Wiring by layer:
Drawn at 2 px/um.
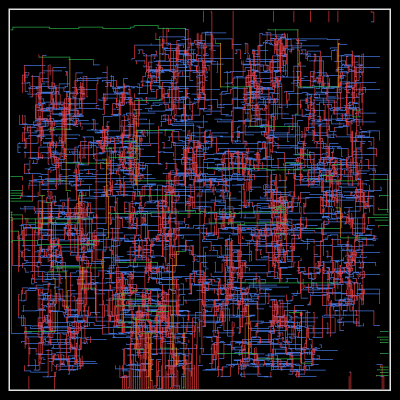
Close-up of the layout:
Window x 132 to 152, y 37 to 57 um. Cells in grey, sequential cells in the stronger grey; small squares are vias.
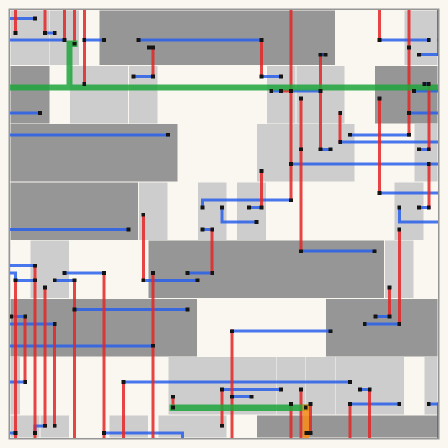
## src/rtl/io_key_switch.sv

```systemverilog
`default_nettype none
// ============================================================================
//  Module      : io_key_switch
//  Description : Memory-mapped KEY/SW input peripheral. Two-flop synchronises
//                and debounces every pin, exposes stable levels, sticky
//                key-press flags (write-1-to-clear), interrupt enables and a
//                registered key interrupt. Reads are side-effect free.
//  Revision    : 1.0  initial release
// ============================================================================
module io_key_switch #(
    parameter int unsigned      DBITS           = 32,
    parameter int unsigned      DEBOUNCE_CYCLES = 500000,
    parameter int unsigned      CNT_BITS        = 20,
    parameter logic [DBITS-1:0] ADDR_KEY        = 32'hF0000010,
    parameter logic [DBITS-1:0] ADDR_SW         = 32'hF0000014,
    parameter logic [DBITS-1:0] ADDR_KEDGE      = 32'hF0000110,
    parameter logic [DBITS-1:0] ADDR_KCTRL      = 32'hF0000114
) (
    input  logic             clk,
    input  logic             reset,
    input  logic [3:0]       KEY,
    input  logic [9:0]       SW,
    input  logic [DBITS-1:0] addr,
    input  logic             wrEn,
    input  logic [DBITS-1:0] wrData,
    output logic             hit,
    output logic [DBITS-1:0] rdData,
    output logic             keyIrq
);

    // Pins [3:0] are keys, [13:4] are switches.
    localparam int unsigned          c_NPIN     = 14;
    localparam logic [CNT_BITS-1:0]  c_CNT_MAX  = CNT_BITS'(DEBOUNCE_CYCLES - 1);
    // Keys idle high on the board, so their synchronisers start "released".
    localparam logic [c_NPIN-1:0]    c_SYNC_RST = {10'b0, 4'b1111};

    logic [c_NPIN-1:0]   sync1_q;
    logic [c_NPIN-1:0]   sync2_q;
    logic [c_NPIN-1:0]   stable_q;
    logic [CNT_BITS-1:0] cnt_q [c_NPIN];
    logic [c_NPIN-1:0]   w_lvl;

    logic [3:0] keyPrev_q;
    logic [3:0] keyEdge_q;
    logic [3:0] keyEdge_d;
    logic [3:0] keyIe_q;
    logic [3:0] keyIe_d;
    logic       keyIrq_q;
    logic [3:0] w_rise;

    // Only the low nibble of store data is architecturally meaningful.
    logic w_unused;
    assign w_unused = ^wrData[DBITS-1:4];

    // Synchronised level with keys flipped so that 1 means pressed.
    assign w_lvl = {sync2_q[c_NPIN-1:4], ~sync2_q[3:0]};

    // Two-flop synchroniser for every asynchronous board pin.
    always_ff @(posedge clk) begin
        if (reset) begin
            sync1_q <= c_SYNC_RST;
            sync2_q <= c_SYNC_RST;
        end else begin
            sync1_q <= {SW, KEY};
            sync2_q <= sync1_q;
        end
    end

    // Per-pin debounce: a level must differ from stable for DEBOUNCE_CYCLES
    // consecutive edges; any return to the stable value restarts the count.
    always_ff @(posedge clk) begin
        if (reset) begin
            stable_q <= '0;
            for (int i = 0; i < c_NPIN; i++) begin
                cnt_q[i] <= '0;
            end
        end else begin
            for (int i = 0; i < c_NPIN; i++) begin
                if (w_lvl[i] == stable_q[i]) begin
                    cnt_q[i] <= '0;
                end else if (cnt_q[i] == c_CNT_MAX) begin
                    stable_q[i] <= w_lvl[i];
                    cnt_q[i]    <= '0;
                end else begin
                    cnt_q[i] <= cnt_q[i] + 1'b1;
                end
            end
        end
    end

    // A press is a 0->1 step of the debounced key level seen one edge late.
    assign w_rise = stable_q[3:0] & ~keyPrev_q;

    // Next-state for sticky flags and enables; a fresh rise beats a clear.
    always_comb begin
        keyEdge_d = keyEdge_q | w_rise;
        keyIe_d   = keyIe_q;
        if (wrEn && (addr == ADDR_KEDGE)) begin
            keyEdge_d = (keyEdge_q & ~wrData[3:0]) | w_rise;
        end
        if (wrEn && (addr == ADDR_KCTRL)) begin
            keyIe_d = wrData[3:0];
        end
    end

    // Flag/enable registers; the interrupt is computed from next-state so it
    // changes on the same edge as the registers it reflects.
    always_ff @(posedge clk) begin
        if (reset) begin
            keyPrev_q <= '0;
            keyEdge_q <= '0;
            keyIe_q   <= '0;
            keyIrq_q  <= 1'b0;
        end else begin
            keyPrev_q <= stable_q[3:0];
            keyEdge_q <= keyEdge_d;
            keyIe_q   <= keyIe_d;
            keyIrq_q  <= |(keyEdge_d & keyIe_d);
        end
    end

    assign keyIrq = keyIrq_q;

    // Read mux over registered state; full-address compare, no side effects.
    always_comb begin
        hit    = 1'b0;
        rdData = '0;
        if (addr == ADDR_KEY) begin
            hit    = 1'b1;
            rdData = DBITS'(stable_q[3:0]);
        end else if (addr == ADDR_SW) begin
            hit    = 1'b1;
            rdData = DBITS'(stable_q[c_NPIN-1:4]);
        end else if (addr == ADDR_KEDGE) begin
            hit    = 1'b1;
            rdData = DBITS'(keyEdge_q);
        end else if (addr == ADDR_KCTRL) begin
            hit    = 1'b1;
            rdData = DBITS'(keyIe_q);
        end
    end

endmodule
`default_nettype wire

```

## config.mk

```make
export PLATFORM = sky130hd
export DESIGN_NAME = io_key_switch
export DESIGN_NICKNAME = d
export VERILOG_FILES = /design/src/rtl/io_key_switch.sv
export SDC_FILE = /design/constraint.sdc
export NUM_CORES = 1
export LEC_CHECK = 0
export CORE_MARGIN = 4
export CORE_UTILIZATION = 53
export CTS_BUF_LIST = sky130_fd_sc_hd__clkbuf_4 sky130_fd_sc_hd__clkbuf_8
export DETAILED_ROUTE_END_ITERATION = 8
export PLACE_DENSITY = 0.73
export SYNTH_ARGS = -nofsm -noshare
export SYNTH_HDL_FRONTEND = slang
export SYNTH_SLANG_ARGS = --single-unit
```

## constraint.sdc

```tcl
create_clock -name clk -period 2.9 [get_ports clk]
set_input_delay 0.58 -clock clk [delete_from_list [all_inputs] [get_ports clk]]
set_output_delay 0.58 -clock clk [all_outputs]
set_load 0.01 [all_outputs]
```

==> flow_summary.json <==
{
  "yosys.area.top_type_share_pct": 48.0,
  "hold-path-cell-count": 2,
  "netlist-cell-type-count": 50,
  "hold_path_class": "in -> reg",
  "timing_worst_setup_path_type": "in -> reg",
  "tool_warnings": 54,
  "drt-initial-drc-count": 500,
  "synth.cellmix.adderShare_pct": 1.00,
  "r2r_path_end": "cnt_q[0][142]",
  "final_core_utilization_pct": 64.4,
  "dominant_cell_by_count_in_the_synthesized_netlist": "sky130_fd_sc_hd__nor2_1",
  "dp_cells": 2411,
  "syn_area_mm2": 0.0175,
  "synth_sequential_area_ratio_pct": 54.3,
  "status": "completed",
  "fill_cell_instance_count_of_the_final_layout": 2690,
  "global_route.overflow_total": 0,
  "crit_path_capture": "keyIrq",
  "net-switching-power_w": 0.00229,
  "number_of_standard_cells_in_the_layout_taps_in_and_fillers_out": 2537,
  "ys_async_sr_fraction_pct": 0,
  "hold-path-endpoint": "stable_q[8]",
  "area_leaders": "sky130_fd_sc_hd__edfxtp_1 48%, sky130_fd_sc_hd__xnor2_1 8.1%, sky130_fd_sc_hd__nor2_1 7.7%",
  "register_share_of_total_power_pct": 53.4,
  "fin_crit_sh_pct": 96.9,
  "grt_antenna_before_repair": 0,
  "mux_area_share_pct": 1.31,
  "worstSkewPairLatency_ns": 0.59,
  "vias": 12348,
  "placement.cell_area_mm2": 0.0195,
  "syn_avg_cell_area_um2": 10.6,
  "grt_util_met1_pct": 22.3,
  "grt_start_max_net_pins": 31,
  "floorplan.initialDensity_pct": 53.8,
  "synth-edff-count": 280,
  "cellInternalPower_w": 0.00820,
  "ys_ff": 335,
  "layout-area-overhead-vs-synth_pct": 19.6,
  "groute.layer.met2.usage_pct": 29.8,
  "insertedDiodeCount": 0,
  "fin_ws_ns": 0.0909,
  "dr_wl_met3_um": 1240,
  "grt_busiest_layer": "met2",
  "grt_first_pass_wirelength_um": 53400,
  "worst-endpoint-arrival_ns": 3.32,
  "clock_power_share_pct": 42.0,
  "path_delay_family": "buffers and inverters",
  "r2r_slack_ns": 0.60,
  "hold_viol": 0,
  "timing.clock.skew_ns": 0.0133,
  "dp.final_hpwl_um": 21800,
  "yosys_cells": 1657,
  "post-layout-total-power_w": 0.0105,
  "max_clock_freq_mhz": 356,
  "startpoint_type": "primary input",
  "ys_area_mm2": 0.0175,
  "dr.pass1.iters": 5,
  "yosys.area.top_type": "sky130_fd_sc_hd__edfxtp_1",
  "drcViolationCount": 0,
  "critical-path-top-cell-by-count": "sky130_fd_sc_hd__buf_4",
  "cts_made_buffers": 56,
  "clock_tree_from_tritoncts": "built",
  "worst_pin_slew_ns": 0.769,
  "synth-warning-count": 0,
  "clk_transition_reported_paths_ns": 0.06,
  "worst_slew_margin_pct": 48.4,
  "cp-end-kind": "flip-flop",
  "worstPathCellList": "clkdlybuf4s50_1 -> nor4_4 -> buf_4 -> buf_4 -> buf_4 -> buf_4 -> buf_4 -> buf_4 -> buf_4 -> buf_4 -> buf_4 -> buf_4 -> buf_4 -> and4_4 -> buf_4 -> a41oi_1 -> nand3_1 -> a41oi_2",
  "dp_slack_ns": -0.603,
  "gr-usage-all-layers_pct": 17.4,
  "synth.cells.most_frequent": "360 x sky130_fd_sc_hd__nor2_1, 280 x sky130_fd_sc_hd__edfxtp_1, 161 x sky130_fd_sc_hd__xnor2_1, 103 x sky130_fd_sc_hd__xor2_1, 100 x sky130_fd_sc_hd__nand3_1",
  "critical_path_required_ns": 3.41,
  "cts_num_sinks": 335,
  "layout.cell_area.non_filler_mm2": 0.0209,
  "worstSetupStartpoint": "addr[11]"
}
Notes on 'wiring by layer' above:
- metal 1: blue (wire length 14000 um)
- metal 3: green (wire length 1240 um)
- metal 2: red (wire length 15100 um)
- metal 4: orange (wire length 779 um)

Notes on 'close-up of the layout' above:
- metal 2: red
- metal 1: blue
- metal 3: green
- metal 4: orange
- netlist names of flops here include: `cnt_q` (5)
- cells with their middle in the window: 24
- sequential cells in the window: 5
- most frequent: conb_1 (6), edfxtp_1 (5), nor2_1 (4)

## power groups by stage
| stage | combinational, W | sequential [W] | clock [W] |
|---|---|---|---|
| 3_5_place_dp | 0.000463 | 0.00569 | 0 |
| 5_1_grt | 0.000553 | 0.00562 | 0.00477 |
| 3_3_place_gp | 0.000456 | 0.00568 | 0 |
| 4_1_cts | 0.000467 | 0.00559 | 0.00455 |
| 6_report | 0.000482 | 0.00560 | 0.00441 |
| 2_1_floorplan | 0.000369 | 0.00564 | 0 |
## through the flow
step / TNS, ns / hold WS [ns]
detailed placement: -4.58 / 0.401
finish: 0 / 0.411
CTS: 0 / 0.374
floorplan: 0 / 0.389
global route: -0.0114 / 0.401
global placement: -4.02 / 0.403
## cell usage in the layout (no fill, tap or decap), drive strengths merged, types with 9 or more instances in the layout
cell and n:
and2 18, and3 34, and4 26, buf 44, clkbuf 95, clkdlybuf4s50 27, clkinv 9, conb 302
dfxtp 55, dlygate4sd2 20, edfxtp 280, ha 14, inv 49, mux2i 14, nand2 84, nand3 101
nand4 62, nor2 363, nor2b 38, nor3 61, nor4 29, nor4b 20, or2 12, or3 16
xnor2 161, xor2 103
## registers in the layout, summed over array words and instances (netlist names)
register   flops
keyIe_q        4
keyIrq         1
cnt_q        280
sync2_q       14
keyEdge_q      4
stable_q      14
sync1_q       14
keyPrev_q      4
## final cells by class
cell class              instances  area [um2]  share of cell area, %
clock inverters                10        67.6                  0.323
well taps                     442         553                   2.64
multi-input cells            1505        8570                   40.9
inverters                      49         184                  0.878
flip-flops and latches        335        9510                   45.4
clock buffers                  94        1150                   5.49
repair buffers                102         911                   4.35
## repair_timing
item | CTS | global route
gates resized | 54 | 19
buffers inserted | 20 | 3
pin swaps | 10 | 8
setup endpoints to repair | 10 | 14
hold buffers | 0 | 0
Power figures rest on the tool's default switching activity, not on a simulated workload.
